===== src/rtl/loader_pkg.sv =====
// loader_pkg: shared state encoding, error codes and header layout for the program loader
package loader_pkg;
    typedef enum logic [2:0] {IDLE, HEADER, LOAD_I, LOAD_D, CPU_RST, RUN, FIN} state_t;
    localparam logic [1:0] ERR_NONE = 2'd0;
    localparam logic [1:0] ERR_HDR = 2'd1;
    localparam logic [1:0] ERR_LEN = 2'd2;
    localparam logic [1:0] ERR_TIMEOUT = 2'd3;
    localparam int N_I_LSB = 0;
    localparam int N_D_LSB = 16;
    localparam int FIELD_W = 9;
endpackage


===== src/rtl/loader_counter.sv =====
// loader_counter: load-address counter with clear, increment and terminal-count compare
module loader_counter #(
    parameter int W = 9
) (
    input  logic         clk,
    input  logic         reset,
    input  logic         clr,
    input  logic         inc,
    input  logic [W-1:0] tc,
    output logic [W-1:0] count,
    output logic         last
);
    assign last = (count + W'(1)) == tc;
    always_ff @(posedge clk or negedge reset) begin
        if (!reset) count <= '0;
        else if (clr) count <= '0;
        else if (inc) count <= count + W'(1);
    end
endmodule


===== src/rtl/program_loader.sv =====
// program_loader: streams a program image into instruction/data memories, then resets and runs the core
module program_loader
    import loader_pkg::*;
#(
    parameter int DEPTH = 256,
    parameter int ADDR_W = 8,
    parameter int RST_CYCLES = 2,
    parameter int TIMEOUT = 1048576
) (
    input  logic              clk,
    input  logic              reset,
    input  logic              start,
    input  logic              in_valid,
    output logic              in_ready,
    input  logic [31:0]       in_word,
    input  logic              in_last,
    output logic              imem_we,
    output logic              dmem_we,
    output logic [ADDR_W-1:0] mem_addr,
    output logic [31:0]       mem_wdata,
    output logic              cpu_reset,
    input  logic              cpu_done,
    output logic              busy,
    output logic              done,
    output logic [1:0]        error,
    output logic [31:0]       cycles
);
    localparam logic [FIELD_W-1:0] DEPTH_F = FIELD_W'(DEPTH);
    localparam logic [FIELD_W-1:0] RST_TC = FIELD_W'(RST_CYCLES);
    localparam logic [31:0] TIMEOUT_C = 32'(TIMEOUT);
    state_t state, next;
    logic [FIELD_W-1:0] n_i, n_d, cnt, tc, hdr_ni, hdr_nd;
    logic clr, inc, cnt_last, hs, bad_hdr, fin_word;
    logic [1:0] err_d;
    logic [31:0] cyc_d;
    assign in_ready = state inside {HEADER, LOAD_I, LOAD_D};
    assign busy = !(state inside {IDLE, FIN});
    assign done = state == FIN;
    assign cpu_reset = state != RUN;
    assign hs = in_valid && in_ready;
    assign hdr_ni = in_word[N_I_LSB +: FIELD_W];
    assign hdr_nd = in_word[N_D_LSB +: FIELD_W];
    assign bad_hdr = hdr_ni == '0 || hdr_ni > DEPTH_F || hdr_nd > DEPTH_F;
    // the counter also times the processor reset pulse in CPU_RST
    assign tc = state == LOAD_I ? n_i : state == LOAD_D ? n_d : RST_TC;
    assign fin_word = cnt_last && (state == LOAD_D || n_d == '0);
    loader_counter #(.W(FIELD_W)) u_cnt (
        .clk(clk), .reset(reset), .clr(clr), .inc(inc), .tc(tc), .count(cnt), .last(cnt_last)
    );
    always_comb begin
        next = state;
        clr = 1'b0;
        inc = 1'b0;
        err_d = error;
        cyc_d = cycles;
        case (state)
            IDLE, FIN: if (start) begin
                next = HEADER;
                err_d = ERR_NONE;
                cyc_d = '0;
                clr = 1'b1;
            end
            HEADER: if (hs) begin
                next = (bad_hdr || in_last) ? FIN : LOAD_I;
                err_d = bad_hdr ? ERR_HDR : in_last ? ERR_LEN : ERR_NONE;
            end
            LOAD_I, LOAD_D: if (hs) begin
                inc = !cnt_last;
                clr = cnt_last;
                if (in_last != fin_word) begin
                    next = FIN;
                    err_d = ERR_LEN;
                end else if (cnt_last) next = (state == LOAD_I && n_d != '0) ? LOAD_D : CPU_RST;
            end
            CPU_RST: begin
                inc = !cnt_last;
                clr = cnt_last;
                next = cnt_last ? RUN : CPU_RST;
            end
            RUN: if (cpu_done) next = FIN;
                else if (cycles == TIMEOUT_C) begin
                    next = FIN;
                    err_d = ERR_TIMEOUT;
                end else cyc_d = cycles + 32'(cycles != '1);
            default: next = IDLE;
        endcase
    end
    always_ff @(posedge clk or negedge reset) begin
        if (!reset) begin
            state <= IDLE;
            n_i <= '0;
            n_d <= '0;
            error <= ERR_NONE;
            cycles <= '0;
            imem_we <= 1'b0;
            dmem_we <= 1'b0;
            mem_addr <= '0;
            mem_wdata <= '0;
        end else begin
            state <= next;
            error <= err_d;
            cycles <= cyc_d;
            imem_we <= hs && state == LOAD_I;
            dmem_we <= hs && state == LOAD_D;
            if (hs && state == HEADER) begin
                n_i <= hdr_ni;
                n_d <= hdr_nd;
            end
            if (hs && state != HEADER) begin
                mem_addr <= ADDR_W'(cnt);
                mem_wdata <= in_word;
            end
        end
    end
endmodule

===== config.mk =====
export PLATFORM = sky130hd
export DESIGN_NAME = program_loader
export DESIGN_NICKNAME = d
export VERILOG_FILES = /design/src/rtl/loader_pkg.sv /design/src/rtl/loader_counter.sv /design/src/rtl/program_loader.sv
export SDC_FILE = /design/constraint.sdc
export NUM_CORES = 1
export LEC_CHECK = 0
export ABC_AREA = 0
export CAP_MARGIN = 20
export CELL_PAD_IN_SITES_DETAIL_PLACEMENT = 1
export CELL_PAD_IN_SITES_GLOBAL_PLACEMENT = 2
export CORE_UTILIZATION = 35
export CTS_CLUSTER_DIAMETER = 60
export DETAILED_ROUTE_END_ITERATION = 7
export PLACE_DENSITY = 0.87
export SLEW_MARGIN = 30
export SYNTH_ARGS = -nofsm -noshare
export SYNTH_HDL_FRONTEND = slang
export SYNTH_SLANG_ARGS = --single-unit

===== constraint.sdc =====
create_clock -name clk -period 4.1 [get_ports clk]
set_input_delay 0.82 -clock clk [delete_from_list [all_inputs] [get_ports clk]]
set_output_delay 0.82 -clock clk [all_outputs]
set_load 0.02 [all_outputs]

Fig. 1: routing congestion
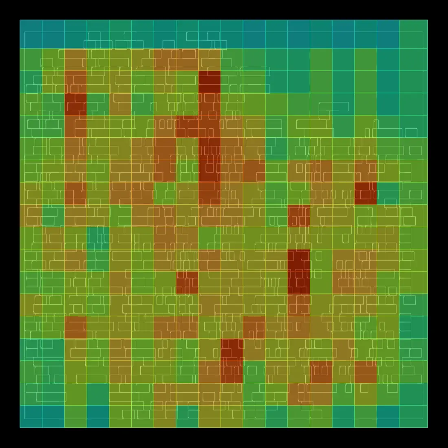
Final Util: 47.7%
GRT busiest layer: met2
gr usage total: 19.5%
met1 Usage GRT: 22.3%
global routing met2 resource utilization: 35.1%

==> results_slide.txt <==
Synthesis and Place & Route Summary

Timing
  • RSZ-0062 raised after global routing: false
  • Fin Clk Skew: 0.00658 ns
  • Post-route minimum period: 3.14 ns
  • Hold Fails Final Rpt: 0
  • WHS: ~0.43 ns
  • Post-Route Setup TNS: 0 ns
  • Max frequency: approximately 0.32 GHz
  • Max transition margin: between 40% and 50%
  • Final setup vio count: 0
  • Slew Viols, Final: 0
  • Cycle use final: 76.7%

Yosys
  • XORs/XNORs by Area: 6.52%
  • Complex Gates by Area: 7.15%
  • Post-synth top area cell: dfrtp_1
  • Chip Area, Yosys: 5390 µm²
  • Synth flops: 106
  • Dominant cell area share: 49.2%
  • Top cells by area: dfrtp_1 (49%), mux2_2 (12%), xnor2_1 (3.7%), nor2_1 (3.1%), nand2_1 (2.4%)
  • Yosys warning tally: 0
  • Most used flip-flop cell: dfrtp_1
  • Number of enable flip-flop cells: 0
  • Post-synth ARST share: 100%
  • Comb area leader: simple AND/OR/NAND/NOR gates
  • # Cells Yosys: about 500
  • Synthesized netlist cell count: between 500 and 600
  • Mapped cell area: 5390 µm²

Setup path
  • Setup crit start: state[2]$_DFFE_PN0P_
  • R2r worst-path depth: 8
  • Critical-path maximum fanout: 15
  • Slowest cell on the critical path: clkdlybuf4s50_1
  • Worst path max stage delay: 0.61 ns
  • End point of the critical path: busy
  • Startpoint Class: flop
  • Worst Path Required: 3.28 ns

GRT
  • Largest net degree at the start of global routing: about 70
  • Vias in the first global route: 4,638
  • First-pass GRT wire length: around 24,000 µm
  • Initial antenna violation count: 0

Detailed routing
  • Met3 WL post-DR: 807 µm
  • Top sig layer: met4
  • Antenna viol nets, final: 0
  • Iteration-0 DRC Markers: between 150 and 200
  • Metal-1 WL: approximately 6100 µm
  • Routed wl met2: 7560 µm
  • Via count: 4,277
  • WL/cell: ~18 µm
  • Detailed-route vias per instance: 5.35
  • TritonRoute pass-1 iters: 4

Place
  • DP Cell Count: around 800
  • DP HPWL: 11,100 µm
  • Post-place instance area: 6740 µm²
  • PortBufs: 117

Power and ir drop
  • Leakage: around 2.9 nW
  • Pwr per Cell Area: 628 nW/µm²
  • Worst IR Drop VDD: 0.000385 V

Clocking
  • Clk ins delay skew pair: between 0.3 and 0.4 ns
  • CTS tree: built
  • Clock Pin Slew Worst Setup and Hold Paths: 0.07 ns
  • Sink Count: 106
  • Clk buf depth: 2
  • Post_cts resized: 0
  • Postcts setup bufs: 0
  • H-tree depth: 3
  • # hold bufs at CTS: 0

Floorplanning
  • Die Wd: 126 µm
  • Placement Rows: 44
  • Core footprint: 14,800 µm²
  • Initial Util: between 30% and 40%

Final layout
  • Area grow syn2layout: 30.5%
  • Register area: 2650 µm²
  • Fillers: 1,621
  • Final instance area: between 7000 and 8000 µm²

Job
  • Max Cap Viol: 0
  • Tool Warnings: 26

Run status
  • Status: complete, no violations

Min path
  • Worst min path class: primary input to asynchronous set/reset pin
Fig. 2: gate-type map
Scale: 4 px per µm.
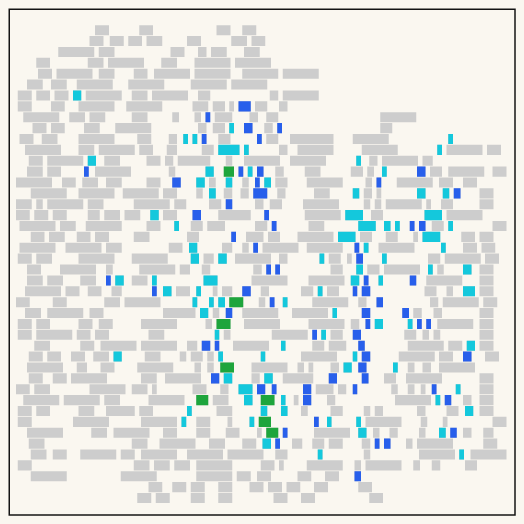
legend:
  nand cells:
    color: blue
    cells: 67
    most_used: nand2_1
  non-inverting ao/oa cells:
    color: green
    cells: 8
    most_used: a221o_1
  nor cells:
    color: cyan
    cells: 87
    most_used: nor2_1
Commonest Layout Cell: clkdlybuf4s50_1
Post-Layout Cell Count: 800
Comb/total area: 36.8%

[per-stage QoR]
stage	setup WS, ns	total power, mW
after floorplan	1.62	2.80
after global routing	0.761	4.67
after global placement	0.926	3.49
after CTS	0.925	4.47
after detailed placement	0.835	3.59
final	0.956	4.41
[power by group]
part / switching, mW / total [mW] / internal, mW
registers: 0.256 / 1.61 / 1.36
logic: 0.991 / 1.93 / 0.938
clock network: 0.396 / 0.871 / 0.475
[how the worst min path moves through the flow]
stage                                          from                        end  slack (ns)  cells after the start
after floorplan                  n_i[0]$_DFFE_PN0P_         n_i[0]$_DFFE_PN0P_        0.48                      1
after global routing                          reset     cycles[28]$_DFFE_PN0P_        0.47                      1
after CTS                                     reset     cycles[28]$_DFFE_PN0P_        0.45                      1
after detailed placement   mem_wdata[5]$_DFFE_PN0P_   mem_wdata[5]$_DFFE_PN0P_        0.49                      1
final                                         reset     cycles[28]$_DFFE_PN0P_        0.43                      1
after global placement    mem_wdata[31]$_DFFE_PN0P_  mem_wdata[31]$_DFFE_PN0P_        0.49                      1
[synth_stat cells (2+ instances only)]
| master | instances |
|---|---|
| nand4_1 | 12 |
| clkbuf_1 | 9 |
| mux2i_1 | 9 |
| a21oi_1 | 17 |
| dfrtp_1 | 106 |
| nor4_1 | 15 |
| nand2b_1 | 3 |
| buf_1 | 4 |
| nand2_1 | 34 |
| nor3_1 | 11 |
| nor2_1 | 44 |
| xor2_1 | 12 |
| and2_1 | 3 |
| a221o_1 | 2 |
| and3_1 | 20 |
| inv_1 | 13 |
| buf_2 | 9 |
| xnor3_1 | 2 |
| or3_1 | 14 |
| mux2_2 | 59 |
| nor2b_1 | 7 |
| nor3_2 | 2 |
| o211ai_1 | 2 |
| nor4_2 | 5 |
| o21ai_0 | 19 |
| ha_1 | 3 |
| nand3_1 | 15 |
| xnor2_1 | 23 |
| o2bb2ai_1 | 3 |
[registers in the layout, indices dropped and copies added (netlist names)]
signal / flops
n_d: 9
imem_we: 1
dmem_we: 1
u_cnt.count: 9
error: 2
state: 3
cycles: 32
mem_wdata: 32
n_i: 9
mem_addr: 8
[per-layer routing]
layer,track usage [%],vias up
li1,-,2004
met1,22.3,2165
met2,35.1,95
met3,6.16,13
met4,4.46,0
met5,0,-
[logic make-up (layout without fill, tap and decap cells)]
family | count (synthesis) | after routing
compound gates | 58 | 58
xor+xnor | 37 | 37
fa+ha+maj | 3 | 3
buf+inv | 36 | 151
flops | 106 | 106
mux | 69 | 69
simple gates | 192 | 192
[final cells by class]
type | count | area share [%]
clock buffers | 10 | 3.26
clock inverters | 6 | 0.925
inverters | 13 | 0.694
multi-input cells | 359 | 36.8
flip-flops and latches | 106 | 37.7
well taps | 184 | 3.27
repair buffers | 122 | 17.3
[critical path, delay by kind of cell (launching register included)]
kind | cells | cell delay, ns
AND/OR/NAND/NOR | 2 | 0.68
buffers and inverters | 2 | 0.73
flip-flops | 1 | 0.55
Power is estimated from default activity; no workload was simulated.
